### Metal layers overlaid, run 1

Only two layers are drawn.
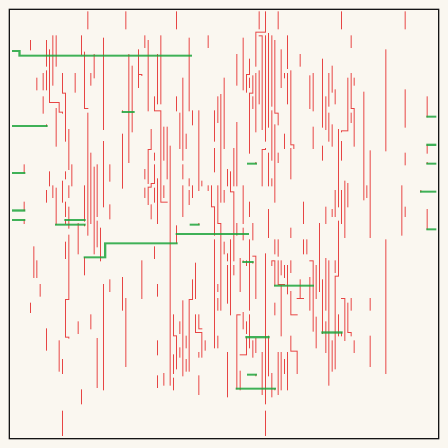
### Close-up of the layout, run 1

Scale bar: 10 um. Region (16, 16) to (46, 46) um. Cells in gray, sequential cells in the stronger gray; small squares are vias.
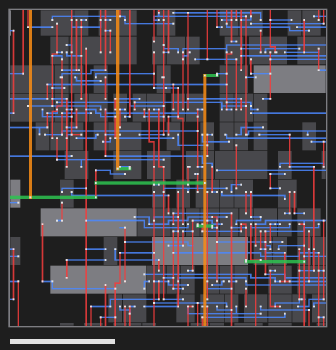
### Clock wiring as the flow saved it, run 1

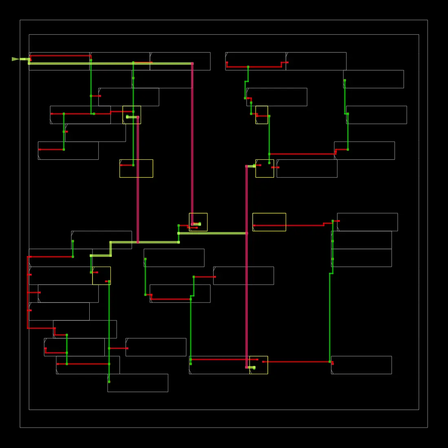
--- config.mk ---
export PLATFORM = sky130hd
export DESIGN_NAME = game_round_ctrl_flat
export DESIGN_NICKNAME = d
export VERILOG_FILES = /design/src/rtl/game_pkg.sv /design/src/rtl/game_round_ctrl_if.sv /design/src/rtl/light_lfsr.sv /design/src/rtl/game_round_ctrl.sv /design/src/flat_wrapper.sv
export SDC_FILE = /design/constraint.sdc
export NUM_CORES = 1
export LEC_CHECK = 0
export ABC_AREA = 1
export CAP_MARGIN = 30
export CORE_UTILIZATION = 50
export DETAILED_ROUTE_END_ITERATION = 10
export PLACE_DENSITY_LB_ADDON = 0.25
export SLEW_MARGIN = 20
export SYNTH_ARGS = -nofsm -noshare
export SYNTH_HDL_FRONTEND = slang
export SYNTH_SLANG_ARGS = --single-unit
--- constraint.sdc ---
create_clock -name clk -period 3 [get_ports clk]
set_input_delay 0.3 -clock clk [delete_from_list [all_inputs] [get_ports clk]]
set_output_delay 0.3 -clock clk [all_outputs]
set_load 0.02 [all_outputs]
--- src/rtl/game_pkg.sv ---
// Shared types and constants for the reaction-game round sequencer.
package game_pkg;

    typedef enum logic [1:0] {
        IDLE = 2'd0,
        GAP  = 2'd1,
        SHOW = 2'd2,
        OVER = 2'd3
    } state_t;

    // Fibonacci taps 8,6,5,4 -> register bits 7,5,4,3
    localparam logic [7:0] LFSR_TAP_MASK = 8'hB8;

    localparam int                SCORE_W   = 6;
    localparam logic [SCORE_W-1:0] SCORE_MAX = 6'd63;

    localparam int SPEEDUP_STEP = 8;
    localparam int MIN_WINDOW   = 2;

    localparam int TICK_CNT_W = 8;

    function automatic logic [2:0] idx_to_onehot(input logic [1:0] idx);
        return 3'b001 << idx;
    endfunction

endpackage

--- src/rtl/game_round_ctrl_if.sv ---
// Player/display-side signal bundle of the round sequencer.
// master: the surrounding logic (debouncers, divider, displays).
// slave : game_round_ctrl itself.
interface game_round_ctrl_if;
    import game_pkg::*;

    logic               tick;
    logic               start;
    logic [2:0]         btn;
    logic [2:0]         light;
    logic [SCORE_W-1:0] score;
    logic               score_inc;
    logic [1:0]         misses;
    logic               game_over;

    modport master (
        output tick, start, btn,
        input  light, score, score_inc, misses, game_over
    );

    modport slave (
        input  tick, start, btn,
        output light, score, score_inc, misses, game_over
    );

endinterface

--- src/rtl/light_lfsr.sv ---
// Free-running 8-bit Fibonacci LFSR used to pick the next light.
module light_lfsr
    import game_pkg::*;
#(
    parameter logic [7:0] SEED = 8'hA5
) (
    input  logic       clk,
    input  logic       reset,
    output logic [7:0] value
);

    logic feedback;

    assign feedback = ^(value & LFSR_TAP_MASK);

    // Shift every clock, regardless of game state
    always_ff @(posedge clk or negedge reset) begin
        if (!reset) begin
            value <= SEED;
        end else begin
            value <= {value[6:0], feedback};
        end
    end

endmodule

--- src/rtl/game_round_ctrl.sv ---
// Round sequencer for the three-button reaction game.
// Optional build macro: GAME_SPEEDUP_EN shortens the SHOW window as the
// score grows (one tick per 8 points, never below 2 ticks).
//
// state | meaning
// IDLE  | after reset, waiting for start; buttons ignored
// GAP   | lights dark between rounds; buttons ignored
// SHOW  | one light lit, waiting for a press or the window to expire
// OVER  | miss limit reached; all lights on, score/misses frozen
module game_round_ctrl
    import game_pkg::*;
#(
    parameter int         SHOW_TICKS = 8,
    parameter int         GAP_TICKS  = 2,
    parameter int         MAX_MISSES = 3,
    parameter logic [7:0] LFSR_SEED  = 8'hA5
) (
    input  logic               clk,
    input  logic               reset,
    game_round_ctrl_if.slave   gif
);

    localparam logic [TICK_CNT_W-1:0] SHOW_LIM = TICK_CNT_W'(SHOW_TICKS);
    localparam logic [TICK_CNT_W-1:0] GAP_LIM  = TICK_CNT_W'(GAP_TICKS);
    localparam logic [TICK_CNT_W-1:0] CNT_ONE  = TICK_CNT_W'(1);
    localparam logic [1:0]            MISS_LIM = 2'(MAX_MISSES);

    state_t                 state_q, state_d;
    logic [TICK_CNT_W-1:0]  cnt_q, cnt_d;
    logic [1:0]             idx_q, idx_d;
    logic [SCORE_W-1:0]     score_q, score_d;
    logic [1:0]             misses_q, misses_d;
    logic [1:0]             miss_next;
    logic                   inc_q, inc_d;
    logic [2:0]             light_q, light_d;
    logic                   over_q, over_d;
    logic [TICK_CNT_W-1:0]  show_limit;
    logic [TICK_CNT_W-1:0]  phase_limit;
    logic                   phase_done;
    logic [2:0]             lit;
    logic [7:0]             lfsr_val;
    logic [1:0]             lfsr_sel;
    logic                   lfsr_unused;

    light_lfsr #(
        .SEED (LFSR_SEED)
    ) u_lfsr (
        .clk   (clk),
        .reset (reset),
        .value (lfsr_val)
    );

    // Only the two low bits pick the light; the rest just keep the sequence long
    assign lfsr_sel    = lfsr_val[1:0];
    assign lfsr_unused = ^lfsr_val[7:2];

`ifdef GAME_SPEEDUP_EN
    localparam int                    SPEED_SHIFT = $clog2(SPEEDUP_STEP);
    localparam logic [TICK_CNT_W-1:0] MIN_WIN     = TICK_CNT_W'(MIN_WINDOW);

    logic [TICK_CNT_W-1:0] speed_cut;

    // Window shrinks one tick per speed-up step of score, clamped at the minimum
    always_comb begin
        speed_cut = TICK_CNT_W'(score_q >> SPEED_SHIFT);
        if (SHOW_LIM >= speed_cut + MIN_WIN) begin
            show_limit = SHOW_LIM - speed_cut;
        end else begin
            show_limit = MIN_WIN;
        end
    end
`else
    assign show_limit = SHOW_LIM;
`endif

    assign lit         = idx_to_onehot(idx_q);
    assign miss_next   = misses_q + 2'd1;
    assign phase_limit = (state_q == SHOW) ? show_limit : GAP_LIM;
    assign phase_done  = gif.tick && ((cnt_q + CNT_ONE) == phase_limit);

    // Next state, round judging, score/miss update and registered output values
    always_comb begin
        state_d  = state_q;
        cnt_d    = cnt_q;
        idx_d    = idx_q;
        score_d  = score_q;
        misses_d = misses_q;
        inc_d    = 1'b0;
        light_d  = 3'b000;
        over_d   = 1'b0;

        if (gif.tick && (state_q == GAP || state_q == SHOW)) begin
            cnt_d = cnt_q + CNT_ONE;
        end

        case (state_q)
            IDLE, OVER: begin
                if (gif.start) begin
                    score_d  = '0;
                    misses_d = '0;
                    state_d  = GAP;
                end
            end
            GAP: begin
                if (phase_done) begin
                    // Value 3 has no light; step past the previous one instead
                    if (lfsr_sel == 2'd3) begin
                        idx_d = (idx_q == 2'd2) ? 2'd0 : idx_q + 2'd1;
                    end else begin
                        idx_d = lfsr_sel;
                    end
                    state_d = SHOW;
                end
            end
            SHOW: begin
                // A press in the same cycle as the last tick is judged, not timed out
                if (|gif.btn) begin
                    if (gif.btn == lit) begin
                        score_d = (score_q == SCORE_MAX) ? score_q : score_q + 1'b1;
                        inc_d   = 1'b1;
                        state_d = GAP;
                    end else begin
                        misses_d = miss_next;
                        state_d  = (miss_next == MISS_LIM) ? OVER : GAP;
                    end
                end else if (phase_done) begin
                    misses_d = miss_next;
                    state_d  = (miss_next == MISS_LIM) ? OVER : GAP;
                end
            end
            default: state_d = IDLE;
        endcase

        if (state_d != state_q) begin
            cnt_d = '0;
        end

        if (state_d == SHOW) begin
            light_d = idx_to_onehot(idx_d);
        end else if (state_d == OVER) begin
            light_d = 3'b111;
            over_d  = 1'b1;
        end
    end

    // State, counters and output registers
    always_ff @(posedge clk or negedge reset) begin
        if (!reset) begin
            state_q  <= IDLE;
            cnt_q    <= '0;
            idx_q    <= '0;
            score_q  <= '0;
            misses_q <= '0;
            inc_q    <= 1'b0;
            light_q  <= 3'b000;
            over_q   <= 1'b0;
        end else begin
            state_q  <= state_d;
            cnt_q    <= cnt_d;
            idx_q    <= idx_d;
            score_q  <= score_d;
            misses_q <= misses_d;
            inc_q    <= inc_d;
            light_q  <= light_d;
            over_q   <= over_d;
        end
    end

    assign gif.light     = light_q;
    assign gif.score     = score_q;
    assign gif.score_inc = inc_q;
    assign gif.misses    = misses_q;
    assign gif.game_over = over_q;

endmodule

--- src/flat_wrapper.sv ---
// flat-port wrapper written by rule: the top's interface ports become plain ports
module game_round_ctrl_flat import game_pkg::*;
#(
    parameter int         SHOW_TICKS = 8,
    parameter int         GAP_TICKS  = 2,
    parameter int         MAX_MISSES = 3,
    parameter logic [7:0] LFSR_SEED  = 8'hA5
)
  (clk, reset, gif_tick, gif_start, gif_btn, gif_light, gif_score, gif_score_inc, gif_misses, gif_game_over);
  game_round_ctrl_if gif_i ();
  input  logic clk;
  input  logic reset;
  input wire logic [$bits(gif_i.tick)-1:0] gif_tick;
  input wire logic [$bits(gif_i.start)-1:0] gif_start;
  input wire logic [$bits(gif_i.btn)-1:0] gif_btn;
  output wire logic [$bits(gif_i.light)-1:0] gif_light;
  output wire logic [$bits(gif_i.score)-1:0] gif_score;
  output wire logic [$bits(gif_i.score_inc)-1:0] gif_score_inc;
  output wire logic [$bits(gif_i.misses)-1:0] gif_misses;
  output wire logic [$bits(gif_i.game_over)-1:0] gif_game_over;
  assign gif_i.tick = gif_tick;
  assign gif_i.start = gif_start;
  assign gif_i.btn = gif_btn;
  assign gif_light = gif_i.light;
  assign gif_score = gif_i.score;
  assign gif_score_inc = gif_i.score_inc;
  assign gif_misses = gif_i.misses;
  assign gif_game_over = gif_i.game_over;
  game_round_ctrl #(.SHOW_TICKS(SHOW_TICKS), .GAP_TICKS(GAP_TICKS), .MAX_MISSES(MAX_MISSES), .LFSR_SEED(LFSR_SEED)) u_core (.clk(clk), .reset(reset), .gif(gif_i));
endmodule
==> flow_results.org, run 1 <==
#+TITLE: Implementation results

** Status
- Result of the run :: finished, final reports clean

** Clocking
- Buffers inserted to repair hold after CTS numbered 0.
- TritonCTS built the clock tree.
- After clock tree synthesis, the clock-pin slew on the worst setup and hold paths is 110 ps.

** Yosys
- The average instance in the mapped netlist occupies 7.91 um2.
- Yosys-reported design area after synthesis :: 1800 um2
- In this run, synthesis inferred 0 flip-flops with an integrated enable.
- Synthesized instance count :: 228
- Synth top cell by count :: sky130_fd_sc_hd__nand2_1

** Finish
- In this run the layout overhead on the synthesized area is reported as 17.3%.
- Excluding fillers, the count of instances in the completed layout stands at 300.
- Number of buffers other than clock buffers in the final layout :: 20
- For the completed layout, the total cell area is recorded as 2120 um2.
- Fraction of layout cells with a size suffix above 1 :: 12.2%

** Die
- Effective utilization at floorplan :: 53.2%
- Per the OpenROAD floorplan log, the area of the core is 3390 um2.

** Critical path
- R2r startpoint :: u_core.state_q[0]
- The critical path goes through inv_1 -> ha_1 -> inv_1 -> nor2_1 -> inv_1 -> o21ai_0 -> a31oi_1 -> o21ai_1 -> nor3_1 -> and3_1 -> nor3_1.
- Crit end category :: flip-flop

** Routing
- First drt pass iteration count :: 4
- Post-detailed-route wirelength per cell :: 10.8 um
- For this run, the detailed router reports a per-instance via density of 4.92.

** Global routing
- For this run the aggregate overflow at the end of global routing stands at 0.
- The number of global-route vias before repair came to 1282.
- Maximum number of pins on one net before global-route repair :: 34

** Placement
- DP HPWL :: 2.39 mm
- Weighted congestion at the end of routability-driven global placement :: 0.828

** STA
- Fin crit share :: 78.3%
- For the pin with the worst max-slew slack, the measured transition is 478 ps.
- The critical path in the final layout is reported with a setup slack of 652 ps.

** Run
- Max Cap Viol :: 0
## Picture notes: 'Metal layers overlaid'
Key: green = M3 [wire length 98.9 um]; red = M2 [wire length 1440 um]
wire length after detailed routing: 3.24 mm
number of vias after detailed routing: 1475

## Picture notes: 'Close-up of the layout'
Key: red = M2; green = M3; blue = M1; orange = M4
Sequential cells in the window: 4. Netlist names of flops here include u_core.cnt_q (3), u_core.gif.score (1). Most frequent: nand2_1 (22), inv_1 (15), nand3_1 (9). 93 logic cells have their middle in the window.

## Picture notes: 'Clock wiring as the flow saved it'
clock distribution power: 0.283 mW
Clock Buffer Count: 7
TritonCTS sink count: 33

-- run 1: layer usage --
| layer | routed length [um] | track usage (%) |
|---|---|---|
| met5 | 0 | 0 |
| met4 | 74 | 10.2 |
| met3 | 98 | 4.55 |
| met2 | 1440 | 29.0 |
| met1 | 1620 | 28.3 |
-- run 1: cells in the final DEF (no fill, tap or decap), drive strengths merged, types with 2 or more instances in the layout --
cell,count
dfstp,4
dfrtp,29
xor2,2
clkbuf,7
nand4,3
clkinv,2
clkdlybuf4s50,19
ha,5
nand3,15
nor3b,2
o21ai,24
nor3,4
a21oi,7
nor2,28
nand2,55
inv,37
xnor2,2
-- run 1: critical path: cells and delay by family, from the launching register on --
kind	cells	cell delay, ps
AND/OR/NAND/NOR	4	600
AND-OR/OR-AND	3	540
adder cells (fa/ha/maj)	1	350
flip-flops	1	420
buffers and inverters	3	320
-- run 1: flip-flops by register name, indices dropped and copies added (netlist names) --
signal	count
u_core.cnt_q	8
u_core.gif.game_over	1
u_core.gif.light	3
u_core.gif.misses	2
u_core.gif.score	6
u_core.gif.score_inc	1
u_core.idx_q	2
u_core.state_q	2
u_core.u_lfsr.value	8
-- run 1: power breakdown --
| part | switching (mW) | internal [mW] | leakage (nW) | total (mW) |
|---|---|---|---|---|
| logic | 0.291 | 0.210 | 0.598 | 0.500 |
| registers | 0.109 | 0.528 | 0.410 | 0.637 |
| clock network | 0.147 | 0.136 | 0.0413 | 0.283 |
-- run 1: cells by family after synthesis --
family,Yosys count,share of synthesized area (%)
XOR/XNOR,4,1.94
AND/OR/NAND/NOR,109,27.9
flip-flops,33,46.1
adder cells (fa/ha/maj),5,3.47
buffers and inverters,40,8.60
AND-OR/OR-AND,37,12.0
### The metal 1 layer, run 1

Supply wires on this layer in gray.
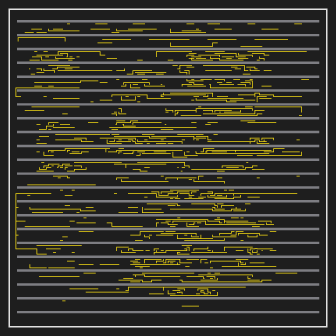

==> run 2: changes to the inputs <==
Clock period 3 ns to 1.9 ns, I/O delays scaled along.
### The metal 1 layer, run 2

Supply wires on this layer in gray.
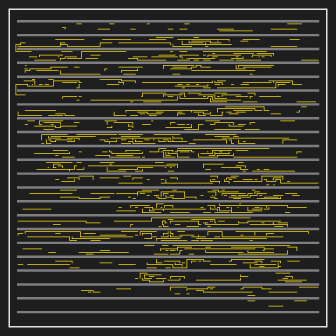
The layer holds 47% of the routed length. 261 nets have wire on it. The longest straight run is 23.0 um.
number of vias after detailed routing: 1555
met1 track utilization from global routing: 27.9%

### Close-up of the layout, run 2

Scale bar: 10 um. Region (16, 16) to (46, 46) um. Cells in gray, sequential cells in the stronger gray; small squares are vias.
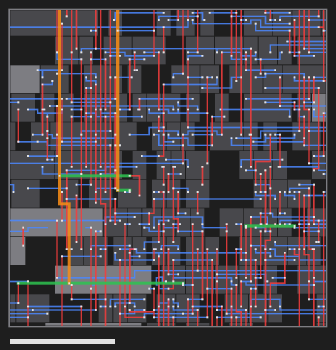
Key: green = M3; red = M2; orange = M4; blue = M1
Sequential cells in the window: 2. 109 logic cells have their middle in the window. Most frequent: nand2_1 (19), inv_1 (16). Netlist names of flops here include u_core.cnt_q (1), u_core.u_lfsr.value (1).

==> run 2 against run 1 <==
Setup slack worse by 730 ps; combinational power up 140%; the flow now finishes with violations (negative setup slack); flip-flop count unchanged; hold slack worse by 100 ps; count of clock-buffer cells in the layout down 1; non-clock buffer count up 23; global-route usage up 0.96 points; first-iteration DRC count down 26%; synthesized cell count unchanged; largest cell class is now logic gates; via count up 5.4%; utilization up 9.2 points.
==> flow_results.org, run 2 <==
#+TITLE: Implementation results

** Power and ir drop
- Sw frac :: 39.8%
- Sequential share of power :: 39.0%
- Psw :: 1.03 mW
- Combinational power :: 1.20 mW
- Per report_power, the Clock row totals 0.380 mW.
- Sequential-cell power consumption :: 1.01 mW

** Run
- Per the run summary, max-cap violations total 0.

** Status
- The final reports fail on negative setup slack.
- The run finished, with violations left.

** Yosys
- Count of library flops with an enable pin :: 0
- Yosys-reported design area after synthesis :: 1800 um2
- Synth top cell by count :: sky130_fd_sc_hd__nand2_1
- Per-instance average area after synthesis :: 7.91 um2

** Clocking
- Hold Buf Count CTS :: 0
- Clock tree from TritonCTS :: built
- CTS clk-pin slew, worst paths :: 110 ps

** Placement
- DP HPWL :: 2.51 mm

** STA
- In the final report, the number of endpoints failing setup comes to 11.
- Slack of the critical path :: -74.1 ps

** Critical path
- Number of logic stages on the critical path including buffering :: 15
- Counting both buffers and inverters, the worst setup path holds a total of 1.
- CP top delay family :: simple AND/OR/NAND/NOR gates
- R2r startpoint :: u_core.cnt_q[0]

** Finish
- Cells with a size suffix above 1 make up 32.5% of the layout.

** Die
- Before placement the cells fill 53.2% of the core.
==> run 2: cell counts after synthesis <==
Identical to the previous run, type by type.
==> run 2: cell type report <==
class / count / area [um2] / share of cell area, %
sequential: 33 / 833 / 34.3
clock buffer: 6 / 41.3 / 1.70
timing repair buffer: 43 / 370 / 15.3
inverter: 38 / 143 / 5.88
clock inverter: 2 / 10.0 / 0.412
tap: 46 / 57.6 / 2.37
multi-input combinational: 155 / 972 / 40.1
==> run 2: kinds of logic (layout without fill, tap and decap cells) <==
family	Yosys count	in the layout	synth area share, %
AOI/OAI and AO/OA	37	37	12.0
xor gates and xnor gates	4	4	1.94
adders and majority gates	5	5	3.47
buffers and inverters	40	89	8.60
DFF	33	33	46.1
and+or+nand+nor	109	109	27.9
==> run 2: metrics by stage <==
stage | instance area [um2] | std cells | TNS, ps | setup slack (ps) | hold WS [ps]
global route | 2430 | 323 | -3000 | -269 | 292
floorplan | 1820 | 228 | 0 | 3.16 | -106
global placement | 2170 | 306 | -240 | -31.3 | 340
detailed placement | 2170 | 306 | -611 | -66.6 | 347
finish | 2430 | 323 | -577 | -74.1 | 243
CTS | 2310 | 322 | -152 | -26.8 | 254
==> run 2: routing by layer <==
metal  global-route usage, %  vias up  wire, um
li1                        -      822         -
met1                    27.9      704      1800
met2                    33.7       23      1810
met3                    4.97        6       125
met4                    7.62        0        64
met5                       0        -         0
==> run 2: worst reg2reg max path, delay by kind of cell (launching register included) <==
family                 cells  cell delay, ps
flip-flops                 1             410
AND/OR/NAND/NOR           13            1100
buffers and inverters      1             170
AND-OR/OR-AND              1             210
==> run 2: timing repair <==
item	4_1_cts	5_1_grt
resized	9	34
endpoints found under the setup margin	14	21
setup buffers	8	1
pin swaps	2	13
==> run 3: changes to the inputs <==
Settings changed: CTS_CLUSTER_DIAMETER set to 80.
### The metal 1 layer, run 3

Supply wires on this layer in gray.
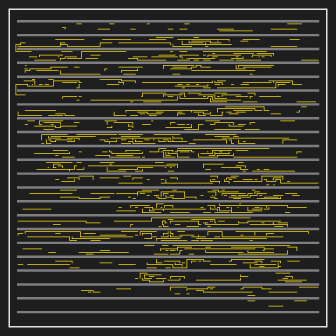
261 nets have wire on it. The layer carries 1800 um of wire.
wire length after detailed routing: 3.80 mm

==> run 3 against run 2 <==
The run still ends with negative setup slack left; routed wire length stayed put; setup slack is the same; total power is the same; utilization did not move; sequential share of layout area unchanged; critical endpoint unchanged; highest routed layer unchanged.
==> flow_results.org, run 3 <==
#+TITLE: Implementation results

** Global routing
- Global-route track usage on met2 :: 33.7%
- In this run the most used layer during global routing was met2.
- Entering global routing, the biggest net connects 34 pins.
- For this run the aggregate overflow at the end of global routing stands at 0.

** Finish
- In the layout the tool counted multi-input logic cells amounting to 155.
- Inverters :: 38
- Signal buffers share of area :: 15.3%
- After layout the clock buffers and inverters come to 2.11% of cell area.
- The multi-input combinational cells in the finished layout cover a total of 972 um2.
- The flow measured a signed area growth from synthesis to layout of 34.6%.
- Per the layout area report, the sequential fraction of cell area is 34.3%.
- Clock Buffer Count :: 6
- Sequential cell count :: 33

** Clocking
- Per the repair_timing log after CTS, setup buffers inserted total 8.
- Once the clock tree was built, the resizer swapped 9 gates to a different size.
- CTS saw 33 sinks.

** Routing
- Summed over all nets, wire length on met2 after detailed routing comes to 1.81 mm.
- Number of vias after detailed routing :: 1555
- Per-cell via count in the routed design :: 4.81
- First drt pass iteration count :: 4

** STA
- The final timing report counts setup violations totalling 11.
- The pin closest to its max-slew limit shows a slew of 411 ps.
- After routing, the total negative slack on setup checks comes to -577 ps.
- Slack of the critical path :: -74.1 ps

** Yosys
- Synthesized instance count :: 228
- Yosys reports the multiplexer fraction of the synthesized area as 0%.
- In the post-synthesis netlist, the cell with the most instances is sky130_fd_sc_hd__nand2_1.
- Count of library flops with an enable pin :: 0
- Simple logic cell fraction of the synthesized area :: 27.9%
- Per-instance average area after synthesis :: 7.91 um2
- Of the total synthesized cell area, the portion taken by XOR and XNOR cells is 1.94%.
- Main logic family :: simple AND/OR/NAND/NOR gates

** Status
- The run finished, with violations left.
- The final reports fail on negative setup slack.

** Die
- The floorplan step defined a core boundary enclosing 3390 um2.
- For this floorplan the total number of well-tap instances is 46.
- Effective utilization at floorplan :: 53.2%

** Critical path
- Broken down by cell family, the worst path's largest delay share belongs to simple AND/OR/NAND/NOR gates.
- Per STA, the worst path is made up of buf_4 -> nand3_1 -> o21bai_1 -> nand2_2 -> nand2_1 -> nor2_2 -> nand2_2 -> nand2_1 -> nand2_1 -> nand2_1 -> nand2_2 -> nand2_2 -> nand3_2 -> nand3_4 -> nor2_1.
- STA lists the startpoint of the worst register-to-register path as u_core.cnt_q[0].

** Placement
- The placement summary gives the final routability congestion estimate as 0.850.
- Per the detailed placement report, the placed cell area equals 2170 um2.

** Run
- The run reported a max-capacitance violation count of 0.
### I/O nets highlighted, run 3

Scale bar: 20 um.
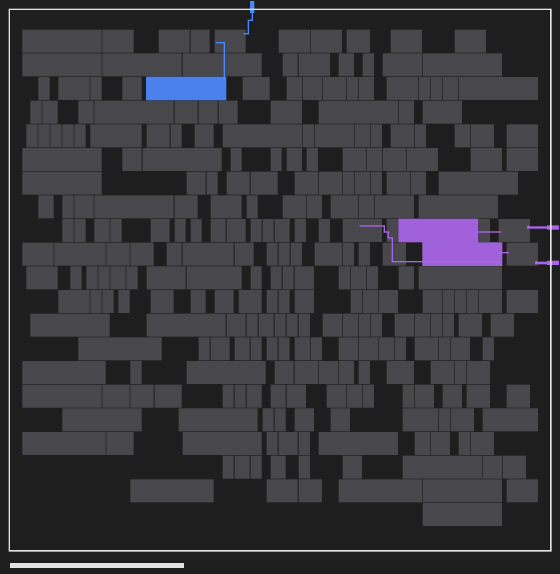
Key: purple = gif_misses [direction output, end cells 2, wire 28.5 um]; blue = gif_game_over [direction output, end cells 1, wire 8.70 um]
boundary pin count: 20
Port-buffer cells: 19

run 3: power breakdown:
group          switching, mW  total, mW  internal [mW]
registers              0.171       1.01          0.839
logic                  0.620       1.20          0.577
clock network          0.239      0.380          0.141
run 3: how the worst min path moves through the flow:
stage                             endpoint  cells past startpoint  slack, ps              startpoint
finish                     u_core.cnt_q[0]                      2        240                   reset
global route               u_core.cnt_q[1]                      2        290                   reset
CTS                        u_core.cnt_q[0]                      2        250                   reset
detailed placement  u_core.u_lfsr.value[7]                      0        350  u_core.u_lfsr.value[6]
global placement    u_core.u_lfsr.value[7]                      0        340  u_core.u_lfsr.value[6]
floorplan                  u_core.cnt_q[0]                      0       -110                   reset
run 3: through the flow:
stage               utilization, %  total power, mW  hold WS, ps  setup slack, ps  std cells
finish                        71.6             2.59          243            -74.1        323
global route                  71.6             2.78          292             -269        323
CTS                           68.2             2.47          254            -26.8        322
detailed placement            64.1             1.86          347            -66.6        306
global placement              64.1             1.85          340            -31.3        306
floorplan                        -             1.58         -106             3.16        228
run 3: worst register-to-register path: stages, from the launching register on:
cell	delay (ps)
sky130_fd_sc_hd__dfrtp_1	410
sky130_fd_sc_hd__buf_4	170
sky130_fd_sc_hd__nand3_1	130
sky130_fd_sc_hd__o21bai_1	210
sky130_fd_sc_hd__nand2_2	100
sky130_fd_sc_hd__nand2_1	90
sky130_fd_sc_hd__nor2_2	40
sky130_fd_sc_hd__nand2_2	80
sky130_fd_sc_hd__nand2_1	60
sky130_fd_sc_hd__nand2_1	50
sky130_fd_sc_hd__nand2_1	50
sky130_fd_sc_hd__nand2_2	70
sky130_fd_sc_hd__nand2_2	80
sky130_fd_sc_hd__nand3_2	90
sky130_fd_sc_hd__nand3_4	140
sky130_fd_sc_hd__nor2_1	120
No activity file was given, so power comes from the tool's default toggle rates.
